**config.mk**
```make
export PLATFORM = sky130hd
export DESIGN_NAME = bridge_stream_reader
export DESIGN_NICKNAME = d
export VERILOG_FILES = /design/src/rtl/bridge_stream_reader.sv
export SDC_FILE = /design/constraint.sdc
export NUM_CORES = 2
export LEC_CHECK = 0
export ABC_AREA = 1
export CORE_ASPECT_RATIO = 2
export CORE_UTILIZATION = 54
export CTS_CLUSTER_DIAMETER = 60
export DETAILED_ROUTE_END_ITERATION = 12
export PLACE_DENSITY = 0.78
export SLEW_MARGIN = 20
export SYNTH_ARGS = -nofsm -noshare
export SYNTH_HDL_FRONTEND = slang
export SYNTH_SLANG_ARGS = --single-unit
export TNS_END_PERCENT = 20
```
**constraint.sdc**
```tcl
create_clock -name clk -period 9.8 [get_ports clk]
set_input_delay 1.96 -clock clk [delete_from_list [all_inputs] [get_ports clk]]
set_output_delay 1.96 -clock clk [all_outputs]
set_load 0.005 [all_outputs]
```
**src/rtl/bridge_stream_reader.sv**
```systemverilog
// Bridge (Avalon master) burst reader feeding a valid/ready stream via a FIFO.
// Optional BSR_LOOP_EN adds loop_en to replay the same window repeatedly.
module bridge_stream_reader #(
  parameter int DATA_W     = 128,
  parameter int ADDR_W     = 26,
  parameter int LEN_W      = 16,
  parameter int FIFO_DEPTH = 16
) (
  input  logic                          clk,
  input  logic                          reset_n,
  input  logic                          start,
  input  logic [ADDR_W-1:0]             base_address,
  input  logic [LEN_W-1:0]              num_words,
  input  logic                          abort,
`ifdef BSR_LOOP_EN
  input  logic                          loop_en,
`endif
  output logic                          busy,
  output logic                          done,
  output logic [ADDR_W-1:0]             interface_address,
  output logic [DATA_W/8-1:0]           interface_byte_enable,
  output logic                          interface_read,
  input  logic                          interface_acknowledge,
  input  logic [DATA_W-1:0]             interface_read_data,
  output logic [DATA_W-1:0]             m_data,
  output logic                          m_valid,
  input  logic                          m_ready,
  output logic                          m_last,
  output logic [$clog2(FIFO_DEPTH):0]   fifo_level
);

  localparam int PW   = $clog2(FIFO_DEPTH);
  localparam int LW   = PW + 1;
  localparam int BE_W = DATA_W / 8;

  localparam logic [2:0] S_IDLE  = 3'd0;
  localparam logic [2:0] S_REQ   = 3'd1;
  localparam logic [2:0] S_WAIT  = 3'd2;
  localparam logic [2:0] S_DRAIN = 3'd3;
  localparam logic [2:0] S_FLUSH = 3'd4;

  logic [2:0]        state;
  logic [ADDR_W-1:0] base_q;
  logic [LEN_W-1:0]  len_q;
  logic [ADDR_W-1:0] addr_q;
  logic [LEN_W-1:0]  remaining;
  logic              rd_q;
  logic              abort_pend;
  logic              done_q;

  logic [DATA_W-1:0] mem      [FIFO_DEPTH];
  logic              last_mem [FIFO_DEPTH];
  logic [PW-1:0]     wr_ptr;
  logic [PW-1:0]     rd_ptr;
  logic [LW-1:0]     level;

  logic ack_hit;
  logic drop;
  logic push;
  logic pop;
  logic final_word;
  logic last_pop;
  logic loop_go;

`ifdef BSR_LOOP_EN
  assign loop_go = loop_en;
`else
  assign loop_go = 1'b0;
`endif

  assign ack_hit    = (state == S_WAIT) && rd_q
                      && interface_acknowledge;
  assign drop       = abort || abort_pend;
  assign push       = ack_hit && !drop;
  assign m_valid    = (level != '0) && (state != S_FLUSH);
  assign pop        = m_valid && m_ready;
  assign final_word = (remaining == LEN_W'(1));
  assign last_pop   = pop && (level == LW'(1));

  assign busy                  = (state != S_IDLE);
  assign done                  = done_q;
  assign interface_read        = rd_q;
  assign interface_address     = addr_q;
  assign interface_byte_enable = {BE_W{rd_q}};
  assign m_data                = mem[rd_ptr];
  assign m_last                = m_valid && last_mem[rd_ptr];
  assign fifo_level            = level;

  // Transfer sequencing: one outstanding read, abort drains through FLUSH
  always_ff @(posedge clk or negedge reset_n) begin
    if (!reset_n) begin
      state      <= S_IDLE;
      base_q     <= '0;
      len_q      <= '0;
      addr_q     <= '0;
      remaining  <= '0;
      rd_q       <= 1'b0;
      abort_pend <= 1'b0;
      done_q     <= 1'b0;
    end else begin
      done_q <= 1'b0;
      case (state)
        S_IDLE: begin
          abort_pend <= 1'b0;
          if (start && !abort) begin
            if (num_words != '0) begin
              base_q    <= base_address;
              len_q     <= num_words;
              addr_q    <= base_address;
              remaining <= num_words;
              state     <= S_REQ;
            end else begin
              done_q <= 1'b1;
            end
          end
        end
        S_REQ: begin
          if (abort) begin
            state <= S_FLUSH;
          end else if (level < LW'(FIFO_DEPTH)) begin
            rd_q  <= 1'b1;
            state <= S_WAIT;
          end
        end
        S_WAIT: begin
          if (ack_hit) begin
            rd_q <= 1'b0;
            if (drop) begin
              state <= S_FLUSH;
            end else if (final_word) begin
              if (loop_go) begin
                addr_q    <= base_q;
                remaining <= len_q;
                state     <= S_REQ;
              end else begin
                addr_q    <= addr_q + ADDR_W'(BE_W);
                remaining <= remaining - LEN_W'(1);
                state     <= S_DRAIN;
              end
            end else begin
              addr_q    <= addr_q + ADDR_W'(BE_W);
              remaining <= remaining - LEN_W'(1);
              state     <= S_REQ;
            end
          end else if (abort) begin
            abort_pend <= 1'b1;
          end
        end
        S_DRAIN: begin
          if (abort) begin
            state <= S_FLUSH;
          end else if (last_pop) begin
            done_q <= 1'b1;
            state  <= S_IDLE;
          end
        end
        S_FLUSH: begin
          abort_pend <= 1'b0;
          state      <= S_IDLE;
        end
        default: state <= S_IDLE;
      endcase
    end
  end

  // FIFO pointers and occupancy; FLUSH clears everything in one cycle
  always_ff @(posedge clk or negedge reset_n) begin
    if (!reset_n) begin
      wr_ptr <= '0;
      rd_ptr <= '0;
      level  <= '0;
    end else if (state == S_FLUSH) begin
      wr_ptr <= '0;
      rd_ptr <= '0;
      level  <= '0;
    end else begin
      if (push) wr_ptr <= wr_ptr + PW'(1);
      if (pop)  rd_ptr <= rd_ptr + PW'(1);
      case ({push, pop})
        2'b10:   level <= level + LW'(1);
        2'b01:   level <= level - LW'(1);
        default: level <= level;
      endcase
    end
  end

  // FIFO storage, tagged with the end-of-pass marker
  always_ff @(posedge clk) begin
    if (push) begin
      mem[wr_ptr]      <= interface_read_data;
      last_mem[wr_ptr] <= final_word;
    end
  end

endmodule

```
final_placement.png
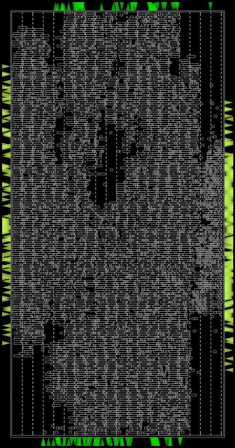
# Taps: 2070
sequential share of cell area: 66.6%
fin util: 61.3%
Rows: 205

cell_classes.png
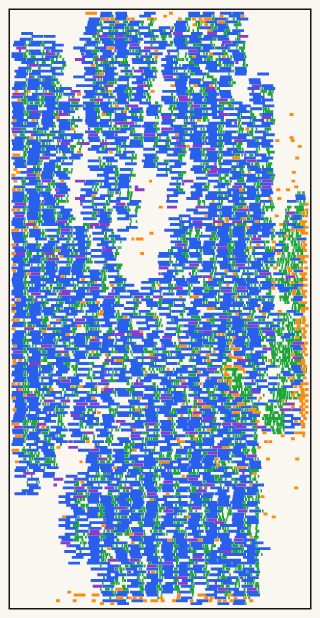
Key: clock drivers and dummy loads = purple [cells 311, share of their area 6.1%]; other buffers and delay cells = orange [cells 439, share of their area 4.8%]; all other logic = green [cells 4016, share of their area 21%]; flip-flops = blue [cells 2125, share of their area 68%]

density.png
14 x 28 tiles, from white (low) to dark blue (high), 0 to 100% covered.
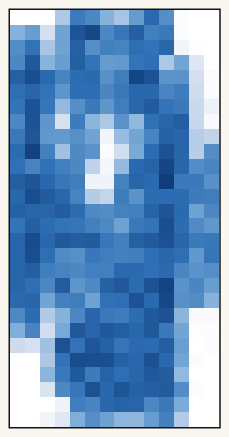
The mean over all tiles is 59%. 8.9% of the tiles are nearly empty. 34% of the tiles are over 75% full.

registers.png
Scale bar: 100 um. Other sequential cells in the stronger gray, the rest of the logic in the fainter gray.
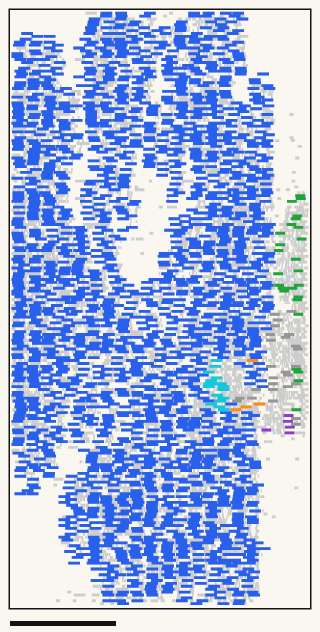
Key: rd_ptr = orange [placed flops 4]; fifo_level = purple [placed flops 5]; last_mem = cyan [placed flops 16]; mem = blue [placed flops 2048, where spread over the die]; interface_address = green [placed flops 26, where middle right]
Another 26 sequential cells are not colored.

met3.png
Scale bar: 100 um.
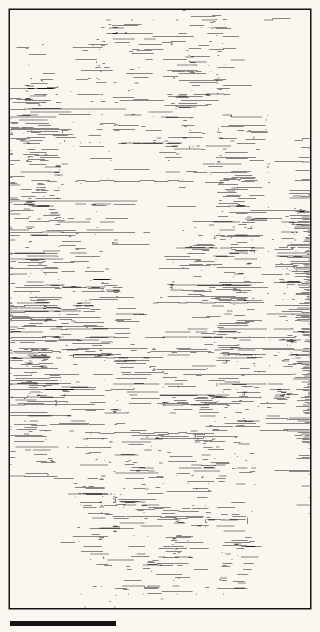
The wires run mostly horizontal. The longest straight run is 119 um.

==> flow_metrics.tcl <==
# place-and-route summary
set metrics [dict create \
    via_per_inst 6.19 \
    tool_warnings 77 \
    powerDensity_mw_per_mm2 280 \
    gp_congestion 0.875 \
    cts-buffers-inserted 181 \
    wl_um 219000 \
    nMultiInputCombCells 3950 \
    min_path_cells 2 \
    cts_tree "done" \
    fin_crit_sh_pct 70.8 \
    slew_headroom_pct 12.3 \
    placed_area_mm2 0.0896 \
    die_height_um 562 \
    highest_layer "met5" \
    finalWorstPathRequiredPeriod_ps 6940 \
    hp-start "interface_address[0]" \
    largest_cell_class "flip-flops and latches" \
    clkLatencyLatePin_ps 810 \
    grt_use_met2_pct 46.5 \
    worst-path-buf-inv 3 \
    fin_area_mm2 0.0954 \
    crit_required_ps 7840 \
    fp_util_pct 54.4 \
    synth_cell_type_count 33 \
    grt_max_degree 241 \
    cp.depth 9 \
    wl_per_cell_um 24.4 \
    dp.cells 8648 \
    rsz0062_at_grt "false" \
    largest-register "mem" \
    grt_pass1_wl_um 327000 \
    mi_logic_area_mm2 0.0189 \
    port_buffers 355 \
    ff_type "edfxtp_1" \
    min_path_type "reg2reg" \
    die_w_um 282 \
    critPathMostFrequentCell "nand2_1" \
    cp.arrival_ps 4980 \
    critical_path.startpoint "rd_ptr[0]" \
    crit_path_cell_trace "buf_4 > buf_4 > o21ai_0 > o22ai_1 > nand2_1 > nand2_1 > nand2_1 > o21ai_1 > clkdlybuf4s50_1" \
    signal_buffers 439 \
    status "complete, no violations" \
    nNetsFinal 6951 \
    post_cts_buffers 0 \
    max_freq_mhz 144 \
    path_delay_family "buffers and inverters" \
    flops 2125 \
    dp_hpwl_um 111000 \
    critPathCaptureType "output port" \
    ys_seq_share_pct 75.0 \
    async_flop_share_pct 2.87 \
    vdd_drop_max_uv 287 \
    coreArea_mm2 0.156 \
    cts.sinks 2125 \
    cts_max_path_buffers 4 \
    timing.setup.tns_ps 0 \
    final-nonclk-buf-share_pct 4.64 \
    grt_antenna_before_repair 22 \
    cts_resized 0 \
    grtUsageMet3_pct 4.28 \
    ys_ff 2125 \
    synth_chip_area_mm2 0.0847 \
    area_delta_synth_final_pct 12.7 \
    p_total_mw 26.8 \
    largest_register_ffs 2048 \
    top_cell_area_share_pct 73.2 \
    h-tree-depth 4 \
    grt_util_met1_pct 34.2 \
    skew_ps 46.0 \
    overflow 0 \
    wl_met1_um 80800 \
    comb_share_pct 19.8 \
    wl_met3_um 19100 \
    final_layout_size_suffix_gt1_share_pct 5.30 \
]
-- power breakdown --
group	leakage, nW	switching, mW	internal [mW]
clock network	2.77	3.13	3.90
logic	8.93	6.07	3.26
registers	19.3	0.287	10.1
-- cell families (layout without fill, tap and decap cells) --
logic type / Yosys count / count (layout) / share of synthesized area [%]
DFF: 2125 / 2125 / 75.0
AOI/OAI and AO/OA: 1614 / 1614 / 11.1
xor gates and xnor gates: 9 / 9 / 0.0931
other: 0 / 16 / 0
and+or+nand+nor: 2313 / 2313 / 10.7
adders and majority gates: 12 / 12 / 0.177
buffers and inverters: 528 / 816 / 2.87
muxes: 2 / 2 / 0.0236
-- worst min-delay path, stage by stage (launching register included) --
cell     delay, ps
dfrtp_1        340
nand2_1         50
o21ai_0         60
Power is estimated from default activity; no workload was simulated.
